<file path="config.mk">
export PLATFORM = sky130hd
export DESIGN_NAME = classificador_notas_param
export DESIGN_NICKNAME = d
export VERILOG_FILES = /design/src/rtl/classificador_notas_param.sv
export SDC_FILE = /design/constraint.sdc
export NUM_CORES = 1
export LEC_CHECK = 0
export CORE_ASPECT_RATIO = 1.4
export CORE_UTILIZATION = 30
export CTS_CLUSTER_DIAMETER = 200
export DETAILED_ROUTE_END_ITERATION = 6
export PLACE_DENSITY_LB_ADDON = 0.3
export SYNTH_ARGS = -nofsm -noshare
export SYNTH_HDL_FRONTEND = slang
export SYNTH_SLANG_ARGS = --single-unit
</file>
<file path="constraint.sdc">
create_clock -name clk -period 6.4 [get_ports clk]
set_input_delay 1.6 -clock clk [delete_from_list [all_inputs] [get_ports clk]]
set_output_delay 1.6 -clock clk [all_outputs]
set_load 0.02 [all_outputs]
</file>
<file path="src/rtl/classificador_notas_param.sv">
// Note-sequence classifier: samples the note bus on rising edges of ok and walks a
// Moore FSM over up to four notes plus a pause, showing the result on a 7-seg digit.
module classificador_notas_param #(
  parameter int NOTE_W          = 4,
  parameter int TIMEOUT_CYC     = 1000,
  parameter bit DISP_ACTIVE_LOW = 1'b1
) (
  input  logic              clk,
  input  logic              reset,
  input  logic              ok,
  input  logic [NOTE_W-1:0] nota,
  output logic              fim,
  output logic [1:0]        tipo,
  output logic              erro,
  output logic [2:0]        contagem,
  output logic [6:0]        display
);

  localparam int TW = (TIMEOUT_CYC > 2) ? $clog2(TIMEOUT_CYC) : 1;
  localparam logic [TW-1:0] TMAX = TW'((TIMEOUT_CYC > 0) ? TIMEOUT_CYC - 1 : 0);
  localparam bit TO_EN = (TIMEOUT_CYC > 0);

  typedef enum logic [3:0] {
    INICIAL, NOTA1, NOTA2, N3_LA, N3_SI, N4_DO, N4_RE, N4_SI, ADJ, COMP, ADV, ERRO
  } state_t;

  state_t        state_q, state_d;
  logic [2:0]    cnt_q, cnt_d;
  logic [TW-1:0] tmr_q, tmr_d;
  logic          ok_q;

  logic       hi_ok;
  logic [3:0] lo;
  logic       is_pausa, is_la, is_si, is_do, is_re;
  logic       ev, counting, tmo, step, p;
  logic       n_ok, n_la, n_si, n_do, n_re;
  logic [6:0] seg;

  // Upper bits exist only when the bus is wider than a nibble.
  if (NOTE_W > 4) begin : g_hi
    assign hi_ok = ~|nota[NOTE_W-1:4];
  end else begin : g_nohi
    assign hi_ok = 1'b1;
  end

  assign lo       = nota[3:0];
  assign is_pausa = hi_ok & ((lo == 4'd0) | (lo == 4'd8));
  assign is_la    = hi_ok & (lo == 4'd6);
  assign is_si    = hi_ok & (lo == 4'd15);
  assign is_do    = hi_ok & (lo == 4'd9);
  assign is_re    = hi_ok & (lo == 4'd2);

  assign ev       = ok & ~ok_q;
  assign counting = state_q inside {NOTA1, NOTA2, N3_LA, N3_SI, N4_DO, N4_RE, N4_SI};
  assign tmo      = TO_EN && counting && (tmr_q == TMAX) && !ev;
  assign step     = ev | tmo;
  // An expired timer behaves exactly like a pause note.
  assign p        = tmo | (ev & is_pausa);
  assign n_ok     = ev & hi_ok & ~is_pausa;
  assign n_la     = ev & is_la;
  assign n_si     = ev & is_si;
  assign n_do     = ev & is_do;
  assign n_re     = ev & is_re;

  always_comb begin
    state_d = state_q;
    cnt_d   = cnt_q;
    case (state_q)
      INICIAL: if (ev) begin
        if (n_ok) begin state_d = NOTA1; cnt_d = cnt_q + 3'd1; end
        else state_d = ERRO;
      end
      NOTA1: if (step) begin
        if (n_ok) begin state_d = NOTA2; cnt_d = cnt_q + 3'd1; end
        else state_d = ERRO;
      end
      NOTA2: if (step) begin
        if (n_la)      begin state_d = N3_LA; cnt_d = cnt_q + 3'd1; end
        else if (n_si) begin state_d = N3_SI; cnt_d = cnt_q + 3'd1; end
        else state_d = ERRO;
      end
      N3_LA: if (step) begin
        if (p)         state_d = ADJ;
        else if (n_do) begin state_d = N4_DO; cnt_d = cnt_q + 3'd1; end
        else if (n_si) begin state_d = N4_SI; cnt_d = cnt_q + 3'd1; end
        else state_d = ERRO;
      end
      N3_SI: if (step) begin
        if (p)         state_d = ADJ;
        else if (n_re) begin state_d = N4_RE; cnt_d = cnt_q + 3'd1; end
        else state_d = ERRO;
      end
      N4_DO, N4_RE: if (step) state_d = p ? COMP : ERRO;
      N4_SI:        if (step) state_d = p ? ADV : ERRO;
      ADJ, COMP, ADV, ERRO: if (ev) begin state_d = INICIAL; cnt_d = 3'd0; end
      default: begin state_d = INICIAL; cnt_d = 3'd0; end
    endcase
  end

  assign tmr_d = (ev || (state_d != state_q) || !counting) ? '0 : tmr_q + TW'(1);

  always_ff @(posedge clk or posedge reset) begin
    if (reset) begin
      state_q <= INICIAL;
      cnt_q   <= 3'd0;
      tmr_q   <= '0;
      ok_q    <= 1'b0;
    end else begin
      state_q <= state_d;
      cnt_q   <= cnt_d;
      tmr_q   <= tmr_d;
      ok_q    <= ok;
    end
  end

  always_comb begin
    fim  = state_q inside {ADJ, COMP, ADV, ERRO};
    erro = (state_q == ERRO);
    tipo = 2'b00;
    case (state_q)
      ADJ:     tipo = 2'b01;
      COMP:    tipo = 2'b10;
      ADV:     tipo = 2'b11;
      default: tipo = 2'b00;
    endcase
    seg = 7'b0000000;
    case (state_q)
      ADJ:  seg = 7'b1110111;
      COMP: seg = 7'b0111001;
      ADV:  seg = 7'b1011110;
      ERRO: seg = 7'b1111001;
      default: begin
        case (cnt_q)
          3'd0:    seg = 7'b0111111;
          3'd1:    seg = 7'b0000110;
          3'd2:    seg = 7'b1011011;
          3'd3:    seg = 7'b1001111;
          3'd4:    seg = 7'b1100110;
          default: seg = 7'b0000000;
        endcase
      end
    endcase
  end

  assign contagem = cnt_q;
  assign display  = DISP_ACTIVE_LOW ? ~seg : seg;

endmodule

</file>
Figure 1. Supply network.
The bar under the picture is 20 µm long. Pins as bars on the die edge. Tap cells in gray.
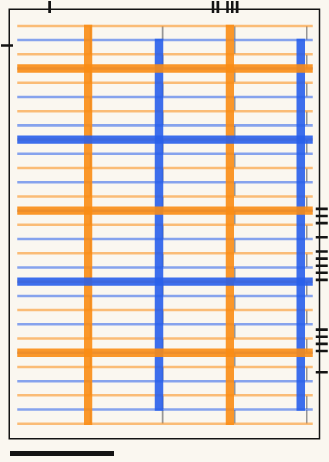
Orange marks VSS. Blue marks VDD.
5 straps on met5. 60 tap cells. 29 met1 rails follow the rows.
Die Span Y: 81.9 µm
VDD IR-drop max: 151 µV

Figure 2. Signal wires by layer.
Only two layers are drawn.
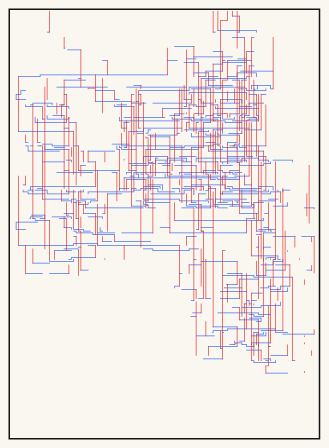
Red marks M2, wire length 1460 µm. Blue marks M1, wire length 1400 µm.
GRT Util Overall: 13.8%
WL/cell: 11.9 µm
routed vias: 1311
aggregate routed wire length: 3000 µm

Figure 3. Register map, names as in the netlist.
Other sequential cells in the stronger gray, the rest of the logic in the fainter gray.
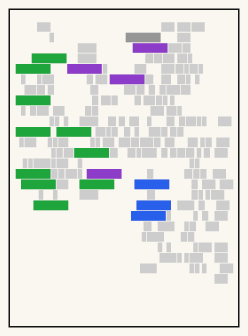
Green marks tmr_q, sequential cells 10. Purple marks state_q, sequential cells 4, where top middle. Blue marks contagem, sequential cells 3.

Figure 4. A small window of the routed layout.
Window x 32 to 57, y 8 to 33 µm. Cells in gray, sequential cells in the stronger gray; small squares are vias.
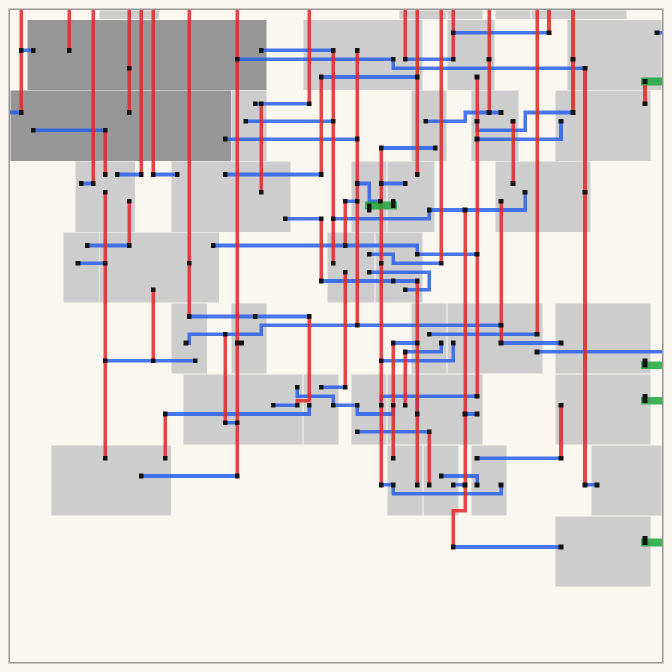
Green marks M3. Red marks M2. Blue marks M1.
Sequential cells in the window: 2. Most frequent: clkdlybuf4s50_1 (7), nor2_1 (6). Netlist names of flops here include contagem (2). 34 logic cells have their middle in the window.

==> Yosys cell counts <==
cell	instances
nor2_1	29
dfrtp_1	18
nand2_1	14
o21ai_0	11
clkbuf_1	10
inv_1	10
a21oi_1	9
nand3_1	8
nor3_1	7
ha_1	6
xnor2_1	5
and3_1	4
nand2b_1	4
o31ai_1	4
xor2_1	4
a211oi_1	3
nor2b_1	3
or3_1	3
a31oi_1	2
mux2i_1	2
o22ai_1	2
or4_1	2
a2111o_1	1
a211o_1	1
a21o_1	1
a22o_1	1
a22oi_1	1
a311o_1	1
a311oi_1	1
and4b_1	1
nand3b_1	1
nand4_1	1
o21ai_1	1
o21ba_2	1
o221ai_1	1
o311a_1	1
o311ai_0	1
o31a_1	1
or2_1	1
or3b_1	1
==> sequential cells by signal, indices dropped and copies added, names as in the netlist <==
signal / cells
ok_q: 1
contagem: 3
state_q: 4
tmr_q: 10
==> metal layers <==
layer  up-vias  share of wire [%]  global-route usage (%)
li1        654                  -                       -
met1       615                 47                    18.2
met2        37                 49                    22.6
met3         5                3.2                    1.42
met4         0                1.6                    5.95
met5         -                  0                       0
==> worst max-delay path: stages, from the launching register on <==
cell             delay [ns]
dfrtp_1                0.71
nand2b_1               0.36
inv_1                  0.15
nor3_1                 0.14
o21ai_0                0.15
o21ai_0                0.11
clkdlybuf4s50_1        0.62
==> layout make-up <==
type	instances	area [µm²]
repair buffers	20	200
inverters	10	37.5
clock buffers	4	55.1
well taps	60	75.1
multi-input cells	140	843
fillers	441	2650
flip-flops and latches	18	450
==> power groups by stage <==
stage	clock, µW	combinational (µW)	sequential [µW]
final	90.6	399	182
after global routing	98.9	445	189
after CTS	95.2	403	182
after detailed placement	0	401	185
after global placement	0	399	185
after floorplan	0	276	161
==> qor.yml <==
routing:
  via_per_inst: 5.20
  antenna_left: 0
  drc_errors: 0
clock_network:
  hold_buffers: 0
  cts_setup_buffers: 0
  clock_sinks: 18
  cts_max_level: 1
  clock_path_buffers: 2
  clkTransAtPathRegs_ns: 0.07
  numCtsBuffers: 3
setup_path:
  end_kind: "output port"
  reg2reg_slack_ns: 3.96
  startpoint_type: "flip-flop"
  crit_arrival_ns: 2.51
  ff2ff_path_depth: 6
pwr:
  pwr-share-seq_pct: 27.1
  p_sw_uw: 303
  power.total_uw: 672
timing:
  worst_pin_slew_ns: 0.679
  period_minus_slack_ns: 4.11
  relSlewSlack_pct: 54.3
  skew_ns: 0.00220
  tns_ns: 0
synth:
  ys_sh_xor_pct: 5.76
  synth.largest_area_cell: "dfrtp_1"
  yosys_cells: 178
  syn_area_mm2: 0.00137
  synth.distinct_cells: 40
  synth-simple-area-share_pct: 27.6
  ys_top_cells_by_area: "dfrtp_1 33%, nor2_1 8.0%, ha_1 5.5%"
  ys_ff: 18
  syn_area_per_cell_um2: 7.69
cells_and_area:
  num-nets-final: 206
  final_area_mm2: 0.00166
  drive_above_1_share_pct: 2.60
  lay_top_cells: "29 x nor2_1, 20 x clkdlybuf4s50_1, 18 x dfrtp_1"
  fin_util_pct: 38.6
flow_run:
  warning_count: 29
  maxCapViolCount: 0
grt:
  overflow: 0
  grt_pass1_vias: 1155
  antenna_found_initial: 0
hold_path:
  min-delay-start: "tmr_q[0]$_DFF_PP0_"
  hold_depth: 1
floorplanning:
  die-area_mm2: 0.00484
  ios: 21
  core_mm2: 0.00431
place:
  dp_cells: 248
  place_area_mm2: 0.00161
  io_buffers: 20
  place_ws_ns: 2.27
outcome:
  status: "completed"
Power is estimated from default activity; no workload was simulated.
